===== config.mk =====
export PLATFORM = sky130hd
export DESIGN_NAME = binary_erode3x3
export DESIGN_NICKNAME = d
export VERILOG_FILES = /design/src/rtl/morph_pkg.sv /design/src/rtl/bin_line_buffer.sv /design/src/rtl/binary_erode3x3.sv
export SDC_FILE = /design/constraint.sdc
export NUM_CORES = 2
export LEC_CHECK = 0
export ABC_AREA = 1
export CAP_MARGIN = 20
export CELL_PAD_IN_SITES_DETAIL_PLACEMENT = 0
export CELL_PAD_IN_SITES_GLOBAL_PLACEMENT = 1
export CORE_AREA = 8 8 443 445
export CTS_BUF_LIST = sky130_fd_sc_hd__clkbuf_4 sky130_fd_sc_hd__clkbuf_8 sky130_fd_sc_hd__clkbuf_16
export DETAILED_ROUTE_END_ITERATION = 8
export DIE_AREA = 0 0 451 453
export PLACE_DENSITY = 0.67
export SLEW_MARGIN = 20
export SYNTH_ARGS = -nofsm -noshare
export SYNTH_HDL_FRONTEND = slang
export SYNTH_SLANG_ARGS = --single-unit

===== constraint.sdc =====
create_clock -name clk_i -period 49 [get_ports clk_i]
set_input_delay 4.9 -clock clk_i [delete_from_list [all_inputs] [get_ports clk_i]]
set_output_delay 4.9 -clock clk_i [all_outputs]
set_load 0.01 [all_outputs]

===== src/rtl/morph_pkg.sv =====
// Shared types and sizing helpers for the binary morphology stages.
package morph_pkg;

  typedef enum logic [1:0] {
    IDLE  = 2'd0,
    RUN   = 2'd1,
    FLUSH = 2'd2
  } state_e;

  localparam int WIN = 3;

  // Beat counter must reach W*H+W (last flush beat) without wrapping.
  function automatic int cnt_width(input int w, input int h);
    return $clog2(w * h + w + 2);
  endfunction

endpackage


===== src/rtl/bin_line_buffer.sv =====
// One-bit delay line of DEPTH beats built on an inferred RAM with registered read.
// While a beat is being presented, bit_o holds the bit written DEPTH beats earlier.
module bin_line_buffer #(
  parameter int DEPTH = 640
) (
  input  logic clk_i,
  input  logic rst_i,
  input  logic shift_en_i,
  input  logic bit_i,
  output logic bit_o
);

  localparam int AW = (DEPTH > 1) ? $clog2(DEPTH) : 1;

  logic          mem [DEPTH];
  logic [AW-1:0] wr_ptr_reg;
  logic [AW-1:0] rd_ptr;
  logic          bit_reg;

  // Reading one slot ahead of the write pointer hides the RAM read latency.
  always_comb begin
    rd_ptr = wr_ptr_reg + 1'b1;
    if (wr_ptr_reg == AW'(DEPTH - 1)) begin
      rd_ptr = '0;
    end
  end

  always_ff @(posedge clk_i) begin
    if (rst_i) begin
      wr_ptr_reg <= '0;
      bit_reg    <= 1'b0;
    end else if (shift_en_i) begin
      wr_ptr_reg <= rd_ptr;
      bit_reg    <= mem[rd_ptr];
    end
  end

  always_ff @(posedge clk_i) begin
    if (shift_en_i) begin
      mem[wr_ptr_reg] <= bit_i;
    end
  end

  assign bit_o = bit_reg;

endmodule


===== src/rtl/binary_erode3x3.sv =====
// Streaming 3x3 binary erosion with forced-zero border and an internal flush tail.
// Optional MORPH_DILATE_SEL_EN adds dilate_sel_i to switch interior pixels to dilation.
module binary_erode3x3
  import morph_pkg::*;
#(
  parameter int DATA_WIDTH = 8,
  parameter int IMG_WIDTH  = 640,
  parameter int IMG_HEIGHT = 480
) (
  input  logic                  clk_i,
  input  logic                  rst_i,
  input  logic                  pixel_datav_i,
  input  logic                  pixel_sof_i,
  input  logic [DATA_WIDTH-1:0] pixel_data_i,
`ifdef MORPH_DILATE_SEL_EN
  input  logic                  dilate_sel_i,
`endif
  output logic                  erode_datav_o,
  output logic                  erode_sof_o,
  output logic [DATA_WIDTH-1:0] erode_data_o,
  output logic                  overrun_o
);

  localparam int CW = cnt_width(IMG_WIDTH, IMG_HEIGHT);

  localparam logic [CW-1:0] LAST_PIX  = CW'(IMG_WIDTH * IMG_HEIGHT - 1);
  localparam logic [CW-1:0] LAST_BEAT = CW'(IMG_WIDTH * IMG_HEIGHT + IMG_WIDTH);
  localparam logic [CW-1:0] FIRST_OUT = CW'(IMG_WIDTH + 1);
  localparam logic [CW-1:0] LAST_COL  = CW'(IMG_WIDTH - 1);
  localparam logic [CW-1:0] LAST_ROW  = CW'(IMG_HEIGHT - 1);

  state_e                  state_reg;
  logic [CW-1:0]           beat_cnt_reg;
  logic [CW-1:0]           out_col_reg;
  logic [CW-1:0]           out_row_reg;
  logic                    datav_reg;
  logic                    sof_reg;
  logic [DATA_WIDTH-1:0]   data_reg;
  logic                    overrun_reg;

  logic                    beat;
  logic                    restart;
  logic                    px_in;
  logic [CW-1:0]           beat_idx;
  logic                    emit;
  logic                    interior;
  logic                    fg_all;
  logic                    hit;

  logic                    lb0_bit;
  logic                    lb1_bit;
  logic [WIN-1:0]          new_col;
  logic [WIN-1:0]          win_col_reg [WIN-1];
  logic [WIN*WIN-1:0]      window;

  // Beat qualification: accepted input in RUN/IDLE-start, forced zero pixel in FLUSH.
  always_comb begin
    beat    = 1'b0;
    restart = 1'b0;
    px_in   = 1'b0;
    case (state_reg)
      IDLE: begin
        if (pixel_datav_i && pixel_sof_i) begin
          beat    = 1'b1;
          restart = 1'b1;
          px_in   = |pixel_data_i;
        end
      end
      RUN: begin
        if (pixel_datav_i) begin
          beat    = 1'b1;
          restart = pixel_sof_i;
          px_in   = |pixel_data_i;
        end
      end
      FLUSH: begin
        beat = 1'b1;
      end
      default: begin
        beat = 1'b0;
      end
    endcase
    beat_idx = restart ? '0 : beat_cnt_reg;
    emit     = beat && (beat_idx >= FIRST_OUT);
  end

  bin_line_buffer #(
    .DEPTH(IMG_WIDTH)
  ) u_lb0 (
    .clk_i     (clk_i),
    .rst_i     (rst_i),
    .shift_en_i(beat),
    .bit_i     (px_in),
    .bit_o     (lb0_bit)
  );

  bin_line_buffer #(
    .DEPTH(IMG_WIDTH)
  ) u_lb1 (
    .clk_i     (clk_i),
    .rst_i     (rst_i),
    .shift_en_i(beat),
    .bit_i     (lb0_bit),
    .bit_o     (lb1_bit)
  );

  // Newest column is {row r-1, row r, row r+1}; older columns live in registers.
  assign new_col = {lb1_bit, lb0_bit, px_in};

  genvar gi;
  generate
    for (gi = 0; gi < WIN - 1; gi++) begin : g_win
      if (gi == 0) begin : g_head
        always_ff @(posedge clk_i) begin
          if (beat) begin
            win_col_reg[gi] <= new_col;
          end
        end
      end else begin : g_tail
        always_ff @(posedge clk_i) begin
          if (beat) begin
            win_col_reg[gi] <= win_col_reg[gi-1];
          end
        end
      end
    end
  endgenerate

  assign window   = {new_col, win_col_reg[0], win_col_reg[1]};
  assign fg_all   = &window;
  assign interior = (out_row_reg != '0) && (out_row_reg != LAST_ROW) &&
                    (out_col_reg != '0) && (out_col_reg != LAST_COL);

`ifdef MORPH_DILATE_SEL_EN
  logic fg_any;
  assign fg_any = |window;
  assign hit    = dilate_sel_i ? fg_any : fg_all;
`else
  assign hit    = fg_all;
`endif

  always_ff @(posedge clk_i) begin
    if (rst_i) begin
      state_reg    <= IDLE;
      beat_cnt_reg <= '0;
      out_col_reg  <= '0;
      out_row_reg  <= '0;
      datav_reg    <= 1'b0;
      sof_reg      <= 1'b0;
      data_reg     <= '0;
      overrun_reg  <= 1'b0;
    end else begin
      datav_reg <= emit;
      sof_reg   <= emit && (out_col_reg == '0) && (out_row_reg == '0);
      data_reg  <= (emit && interior && hit) ? '1 : '0;

      if (state_reg == FLUSH && pixel_datav_i) begin
        overrun_reg <= 1'b1;
      end

      if (beat) begin
        beat_cnt_reg <= beat_idx + 1'b1;
      end

      if (restart) begin
        out_col_reg <= '0;
        out_row_reg <= '0;
      end else if (emit) begin
        if (out_col_reg == LAST_COL) begin
          out_col_reg <= '0;
          out_row_reg <= out_row_reg + 1'b1;
        end else begin
          out_col_reg <= out_col_reg + 1'b1;
        end
      end

      case (state_reg)
        IDLE: begin
          if (restart) begin
            state_reg <= RUN;
          end
        end
        RUN: begin
          if (beat && beat_idx == LAST_PIX) begin
            state_reg <= FLUSH;
          end
        end
        FLUSH: begin
          if (beat_idx == LAST_BEAT) begin
            state_reg    <= IDLE;
            beat_cnt_reg <= '0;
            out_col_reg  <= '0;
            out_row_reg  <= '0;
          end
        end
        default: begin
          state_reg <= IDLE;
        end
      endcase
    end
  end

  assign erode_datav_o = datav_reg;
  assign erode_sof_o   = sof_reg;
  assign erode_data_o  = data_reg;
  assign overrun_o     = overrun_reg;

endmodule


==> images/layers.png <==
Scale bar: 100 µm.
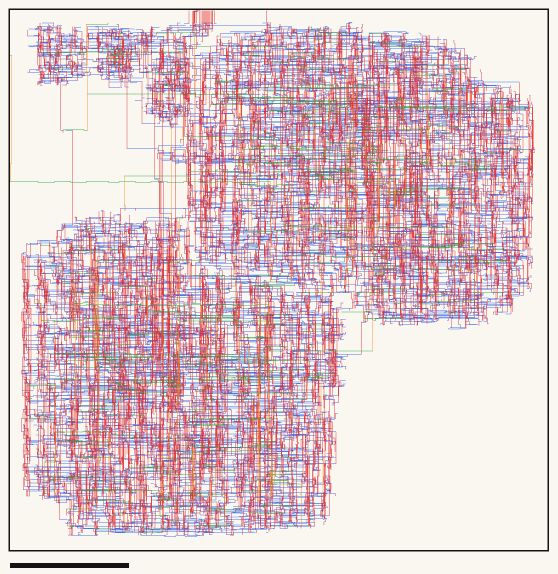
| layer | colour | wire length |
|---|---|---|
| M2 | red | 90.8 mm |
| M4 | orange | 5670 µm |
| M3 | green | 10200 µm |
| M1 | blue | 84.6 mm |
WL/cell: 20.4 µm
total track usage: 0.182
routed wire length: 191 mm
via count: 48700

==> images/gates.png <==
Scale bar: 100 µm.
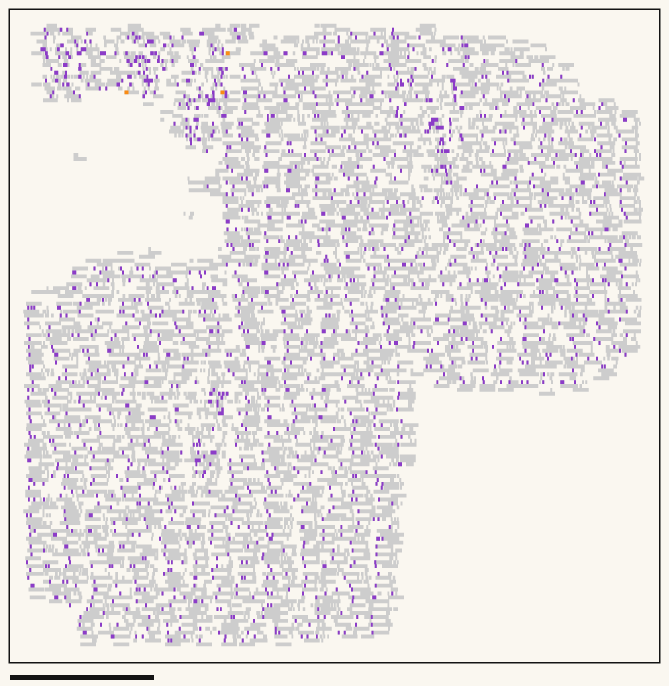
| family | colour | cells | most used |
|---|---|---|---|
| nor cells | purple | 1539 | nor2_1 |
| non-inverting ao/oa cells | orange | 3 | o21a_1 |
combinational fraction of the cell area: 0.284
dominant logic cell type in the layout: nor2_1
fin cells: 9385

==> job_summary.md <==
## PnR job results

| Metric | Value |
|---|---|
| Status | `finished clean` |
| Final setup fails | `0` |
| Post-layout util | `0.385` |
| Fin Hold WS | `444 ps` |
| P_comb | `about 0.00029 W` |
| Worst min path class | `flip-flop to flip-flop` |
| Sink Count | `1371` |
| DP Wirelength | `about 100 mm` |
| Seq/total area | `0.554` |
| Most frequent cells in the layout | `nor2_1, edfxtp_1, nand2_1` |
| YS warnings | `0` |
| Mapped Avg Cell Area | `9.39 µm²` |
| Post-synth EDFFs | `1286` |
| GP Congestion | `slightly above 0.8` |
| Area leader share | `0.588` |
| Post-synth seq share | `0.614` |
| Final setup TNS | `0 ps` |
| Yosys cell count | `6992` |
| HP Start | `win_col_reg[0][1]` |
| WL met2 | `90.8 mm` |
| Cell taking the most area after synthesis | `edfxtp_1` |
| Relative slew slack | `0.133` |
| Layout Skew | `34.0 ps` |
| Clk pin slew, worst setup/hold paths | `around 60 ps` |
| Ant diodes | `0` |
| Vias per std cell | `5.19` |
| WP buf/inv | `4` |
| Drt pass-1 iters | `5` |
| FP Util | `0.347` |
| Routed Antenna Nets | `0` |
| CTS max path bufs | `3` |
| DRC | `0` |
| Total power | `0.00273 W` |
| End of the critical path | `out_col_reg[7]` |
| Post-Syn Instances | `around 7000` |
| Most used cell, CP | `nand2_1` |
| Setup crit start | `pixel_sof_i` |
| Max-cap violations | `0` |
| Unique cell type count in the Yosys netlist | `42` |
| Net switching power figure | `0.000714 W` |
| FF+latch area | `0.0403 mm²` |
| Period utilization | `0.162` |
| Fraction of layout cells with a size suffix above 1 | `0.0662` |
| Most frequent cell after synthesis | `nor2_1` |
| Resized cells post-CTS | `0` |
| Clock-cell share of area | `0.0678` |
| Seq. pwr | `0.00130 W` |
| Core area | `0.189 mm²` |
| IO Port Bufs | `22` |
| Worst slew pin tran | `roughly 1300 ps` |
| Flop pwr share | `0.478` |
| CP max stage cell | `clkinv_1` |
| Total CTS buffers | `157` |
| CTS tree | `yes` |
| Critical Path Stages | `15` |
| Synth mux share | `0.000152` |
| Die area | `0.204 mm²` |
| Crit-path max FO | `29` |
| Nets | `6774` |
| Min cycle time layout | `7930 ps` |
| Gate power share | `0.108` |
| Yosys stat chip area | `0.0657 mm²` |
| Area Overhead vs Synth | `10.8%` |
| Setup WS post-layout | `roughly 41000 ps` |
| Die width | `451 µm` |
| Pre-CTS setup slack | `40190 ps` |
| Power density over the cells | `37.5 mW/mm²` |
| Power Internal | `0.00201 W` |
| # rows | `~160` |
| CP required | `49750 ps` |
| Htree depth | `4` |
| RSZ-0062 raised after global routing | `no` |
| Worst r2r dst | `u_lb0.bit_o` |
| Seq_cells | `1371` |
| Die Y | `453 µm` |
| WHS Endpoint | `win_col_reg[0][4]` |
| Flop2flop setup slack | `~43000 ps` |
| Tap cells | `roughly 2500` |
| Max-slew violations | `0` |
| Reg-to-reg startpoint | `u_lb0.wr_ptr_reg[0]` |
| Multi-In Gates | `between 4000 and 5000` |
| Clk pwr share | `0.414` |
| CP cell instances | `clkdlybuf4s50_1 > nand3_1 > buf_4 > nand2_1 > ha_1 > nand2_1 > nor4_1 > nand2_1 > nand2_1 > a21oi_1 > clkinv_1 > nor2_4 > inv_2 > a21oi_1 > o21a_1` |
| Critical Path Source Type | `input pin` |
| Signal buffers | `~150` |
| Signal buf overhead | `0.0174` |
| Largest net degree at the start of global routing | `just under 300` |
| Vias in the first global route | `46300` |
| Top layer used by detailed routing | `met4` |
| P_clk | `0.00113 W` |
| Flops out of synthesis | `between 1000 and 1500` |
| Post-synth top cells | `nor2_1, edfxtp_1, nand2_1, nand3_1, inv_1` |
| Biggest Area Class | `flip-flops and latches` |
| Worst path max stage delay | `650 ps` |
| Adder share | `0.00286` |
| Cell leakage power | `25.1 nW` |
| Post-Synth Simple-Gate Area | `0.261` |
| Reg2Reg Depth | `20` |
| Inst Count DP | `9098` |
| Top_reg_cell synth | `edfxtp_1` |
| Hold Path Depth | `0` |
| Post-DP Area | `0.0678 mm²` |
| Clock latency on the worst-skew pair | `800 ps` |
| Switch share | `0.262` |
| Root buffer selected by CTS | `clkbuf_16` |
| Most Crowded Layer GR | `met2` |
| Invs w/o clock | `629` |
| Hold Buf Count CTS | `0` |
| XORs/XNORs by Area | `0.00440` |
| Design Area, Final | `about 0.073 mm²` |
| Setup Crit Path Kind | `input pin to flip-flop` |
| Largest logic family | `simple AND/OR/NAND/NOR gates` |
==> images/congestion_map.png <==
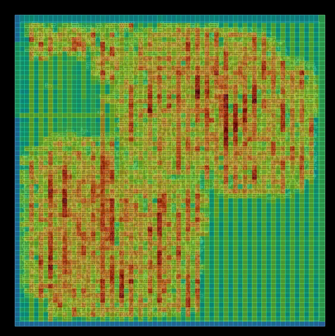
met2 GRT Util: 0.305
met3 usage: 0.0239
global routing usage on met1: 0.244

No activity file was given, so power comes from the tool's default toggle rates.
